### Placement by cell class

Bar = 10 µm. Fill, decap, tap and diode cells in gray.
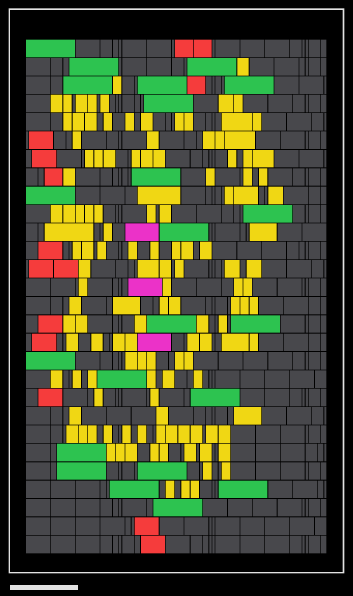
### Sequential cells colored by netlist name

Bar = 10 µm. Other sequential cells in the stronger gray, the rest of the logic in the fainter gray.
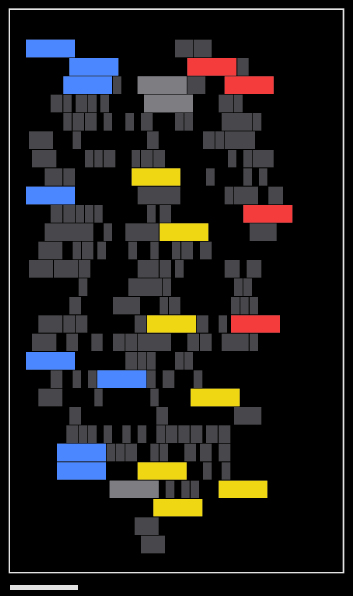
### Signal wires by layer

Bar = 10 µm.
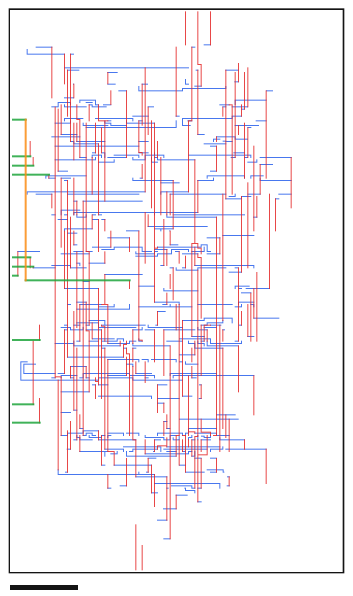
### Cell outlines without signal wires

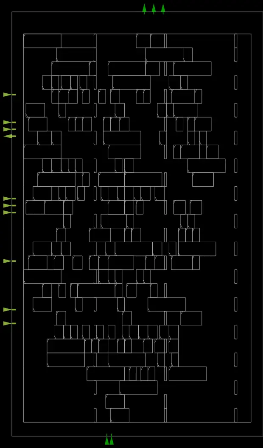
$ cat src/rtl/serial_tx_shifter.sv
// Parallel-to-serial front end: double-buffered WIDTH-bit words out MSB first on dout.
// Optional build macro SERIAL_PARITY_EN appends one even-parity bit after each word.
module serial_tx_shifter #(
    parameter int WIDTH = 8
) (
    input  logic             clk,
    input  logic             reset,
    input  logic [WIDTH-1:0] word_in,
    input  logic             word_valid,
    output logic             word_ready,
    output logic             dout,
    output logic             dout_valid,
    output logic             busy
);

    localparam int CW = $clog2(WIDTH + 1);

`ifdef SERIAL_PARITY_EN
    typedef enum logic [1:0] {S_IDLE, S_SHIFT, S_PARITY} state_t;
`else
    typedef enum logic [0:0] {S_IDLE, S_SHIFT} state_t;
`endif

    state_t           state_q, state_d;
    logic [WIDTH-1:0] sh_q, sh_d;
    logic [WIDTH-1:0] hold_q, hold_d;
    logic             hold_full_q, hold_full_d;
    logic [CW-1:0]    cnt_q, cnt_d;
    logic             dout_q, dout_d;
    logic             dout_valid_q, dout_valid_d;
`ifdef SERIAL_PARITY_EN
    logic             parity_q, parity_d;
`endif

    logic             accept;
    logic             last_bit;
    logic             can_load;
    logic             load_en;
    logic [WIDTH-1:0] load_word;

    // Ready looks only at registered state so upstream can never form a loop through it.
    assign word_ready = !hold_full_q;
    assign busy       = (state_q != S_IDLE) || hold_full_q;
    assign dout       = dout_q;
    assign dout_valid = dout_valid_q;

    always_comb begin
        accept   = word_valid && word_ready;
        last_bit = (state_q == S_SHIFT) && (cnt_q == CW'(1));
`ifdef SERIAL_PARITY_EN
        can_load = (state_q == S_IDLE) || (state_q == S_PARITY);
`else
        can_load = (state_q == S_IDLE) || last_bit;
`endif
    end

    // Buffer management: the holding register always feeds the shifter before a fresh word.
    always_comb begin
        hold_d      = hold_q;
        hold_full_d = hold_full_q;
        load_en     = 1'b0;
        load_word   = '0;
        if (can_load) begin
            if (hold_full_q) begin
                load_en   = 1'b1;
                load_word = hold_q;
                if (accept) begin
                    hold_d      = word_in;
                    hold_full_d = 1'b1;
                end else begin
                    hold_full_d = 1'b0;
                end
            end else if (accept) begin
                load_en   = 1'b1;
                load_word = word_in;
            end
        end else if (accept) begin
            hold_d      = word_in;
            hold_full_d = 1'b1;
        end
    end

    always_comb begin
        state_d      = state_q;
        sh_d         = sh_q;
        cnt_d        = cnt_q;
        dout_d       = 1'b0;
        dout_valid_d = 1'b0;
`ifdef SERIAL_PARITY_EN
        parity_d     = parity_q;
`endif
        if (load_en) begin
            // The MSB goes straight to dout; sh keeps the remaining bits left-aligned.
            state_d      = S_SHIFT;
            sh_d         = {load_word[WIDTH-2:0], 1'b0};
            cnt_d        = CW'(WIDTH);
            dout_d       = load_word[WIDTH-1];
            dout_valid_d = 1'b1;
`ifdef SERIAL_PARITY_EN
            parity_d     = ^load_word;
`endif
        end else begin
            case (state_q)
                S_SHIFT: begin
                    if (last_bit) begin
                        cnt_d = '0;
`ifdef SERIAL_PARITY_EN
                        state_d      = S_PARITY;
                        dout_d       = parity_q;
                        dout_valid_d = 1'b1;
`else
                        state_d      = S_IDLE;
`endif
                    end else begin
                        dout_d       = sh_q[WIDTH-1];
                        dout_valid_d = 1'b1;
                        sh_d         = {sh_q[WIDTH-2:0], 1'b0};
                        cnt_d        = cnt_q - CW'(1);
                    end
                end
`ifdef SERIAL_PARITY_EN
                S_PARITY: begin
                    state_d = S_IDLE;
                end
`endif
                default: begin
                    state_d = S_IDLE;
                end
            endcase
        end
    end

    always_ff @(posedge clk) begin
        if (reset) begin
            state_q      <= S_IDLE;
            sh_q         <= '0;
            hold_q       <= '0;
            hold_full_q  <= 1'b0;
            cnt_q        <= '0;
            dout_q       <= 1'b0;
            dout_valid_q <= 1'b0;
`ifdef SERIAL_PARITY_EN
            parity_q     <= 1'b0;
`endif
        end else begin
            state_q      <= state_d;
            sh_q         <= sh_d;
            hold_q       <= hold_d;
            hold_full_q  <= hold_full_d;
            cnt_q        <= cnt_d;
            dout_q       <= dout_d;
            dout_valid_q <= dout_valid_d;
`ifdef SERIAL_PARITY_EN
            parity_q     <= parity_d;
`endif
        end
    end

endmodule

$ cat config.mk
export PLATFORM = sky130hd
export DESIGN_NAME = serial_tx_shifter
export DESIGN_NICKNAME = d
export VERILOG_FILES = /design/src/rtl/serial_tx_shifter.sv
export SDC_FILE = /design/constraint.sdc
export NUM_CORES = 1
export LEC_CHECK = 0
export ABC_AREA = 1
export CAP_MARGIN = 40
export CORE_ASPECT_RATIO = 1.75
export CORE_MARGIN = 2
export CORE_UTILIZATION = 32
export DETAILED_ROUTE_END_ITERATION = 8
export GPL_ROUTABILITY_DRIVEN = 0
export GPL_TIMING_DRIVEN = 1
export PLACE_DENSITY_LB_ADDON = 0.2
export SLEW_MARGIN = 40
export SYNTH_ARGS = -nofsm -noshare
export SYNTH_HDL_FRONTEND = slang
export SYNTH_SLANG_ARGS = --single-unit
$ cat constraint.sdc
create_clock -name clk -period 2.7 [get_ports clk]
set_input_delay 0.27 -clock clk [delete_from_list [all_inputs] [get_ports clk]]
set_output_delay 0.27 -clock clk [all_outputs]
set_load 0.1 [all_outputs]
==> summary.txt <==
Setup tns final -> 0 ns
Via density -> 4.70
Clk slew on worst S/H paths -> 0.08 ns
Synthesized net count -> 171
Dpl ws -> 0.932 ns
Arrival @ worst endpoint -> 1.52 ns
Worst Setup Path Type -> reg2out
Cycle use final -> 66.2%
First-pass GRT wire length -> 4200 µm
Count of library flops with an enable pin -> 0
Die X-Extent -> 49.3 µm
Max clock buf depth -> 2
Top Layout Cells -> 46 x nand2_1, 31 x nand3_1, 22 x dfxtp_1, 14 x inv_1, 11 x a21oi_1
Worst path cell trace -> inv_2 > nand2_1 > buf_4
Met3 routed WL -> 45 µm
Top sig layer -> met4
MaxCap Viol Count -> 0
Final count of hold timing violations -> 0
Syn_area_per_cell -> 7.26 µm²
Die area -> 0.00410 mm²
AND/OR/NAND/NOR Cells, Area Fraction -> 41.2%
CTS H-tree depth -> 1
Post-CTS Resized -> 0
Status -> completed
Flop area -> 440 µm²
DP Area -> 0.00128 mm²
WP data required -> 2.43 ns
Crit end category -> output pin
Comb/total area -> 44.1%
Top cell category -> multi-input combinational cells
-- 'Placement by cell class' (at the start) --
| color | class | cells |
|---|---|---|
| magenta | clock drivers | 3 |
| green | flops | 22 |
| red | other buffers and delay cells | 14 |
| yellow | combinational and other logic | 130 |

-- 'Sequential cells colored by netlist name' (at the start) --
| color | signal | sequential cells |
|---|---|---|
| yellow | sh_q | 7 |
| blue | hold_q | 8 |
| red | cnt_q | 4 |
not colored: 3

-- 'Signal wires by layer' (at the start) --
| color | layer | wire length |
|---|---|---|
| red | metal 2 | 1,370 µm |
| green | metal 3 | 45.1 µm |
| blue | metal 1 | 1,020 µm |
| orange | metal 4 | 23.8 µm |
wire length per cell: 11.5 µm
WL final: 2460 µm
via count: 1,006
Total GRT Usage: 12.8%

-- 'Cell outlines without signal wires' (at the start) --
fillcell total: 382
tap cell count: 45
Core Region: 0.00340 mm²
Seq/total area: 33.4%
Std-Cell Rows: 28

==> worst min-delay path by stage <==
stage	startpoint	end	slack (ns)	cells past startpoint
floorplan	reset	hold_q[5]$_SDFFE_PP0P_	0.34	1
global placement	hold_q[5]$_SDFFE_PP0P_	hold_q[5]$_SDFFE_PP0P_	0.46	2
detailed placement	hold_q[2]$_SDFFE_PP0P_	hold_q[2]$_SDFFE_PP0P_	0.46	2
CTS	hold_q[2]$_SDFFE_PP0P_	hold_q[2]$_SDFFE_PP0P_	0.47	2
global route	hold_q[2]$_SDFFE_PP0P_	hold_q[2]$_SDFFE_PP0P_	0.49	2
finish	hold_q[1]$_SDFFE_PP0P_	hold_q[1]$_SDFFE_PP0P_	0.47	2
==> per-layer routing <==
layer	global-route usage [%]	up-vias
met4	4.68	0
met5	0	-
met3	1.62	2
li1	-	526
met1	13.3	468
met2	24.9	10
==> cell usage after synthesis (2+ instances only) <==
cell | instances | area share (%)
a21oi_1 | 11 | 4.8
buf_4 | 2 | 1.3
buf_6 | 2 | 2.0
dfxtp_1 | 22 | 38
ha_1 | 2 | 2.2
inv_1 | 14 | 4.6
inv_2 | 2 | 0.65
nand2_1 | 46 | 15
nand2_4 | 3 | 2.9
nand3_1 | 31 | 14
nor2_1 | 6 | 2.0
nor2_2 | 2 | 1.1
o21ai_0 | 4 | 1.7
==> power breakdown <==
| group | total, µW | switching (µW) | internal, µW |
|---|---|---|---|
| logic | 169 | 112 | 57.2 |
| clock network | 199 | 99.8 | 99.3 |
| registers | 367 | 20.1 | 347 |
| total | 735 | 232 | 503 |
==> registers in the layout, summed over array words and instances, names as in the netlist <==
signal       cells
dout_valid       1
cnt_q            4
hold_q           8
hold_full_q      1
dout             1
sh_q             7
Power and IR drop assume default switching activity.
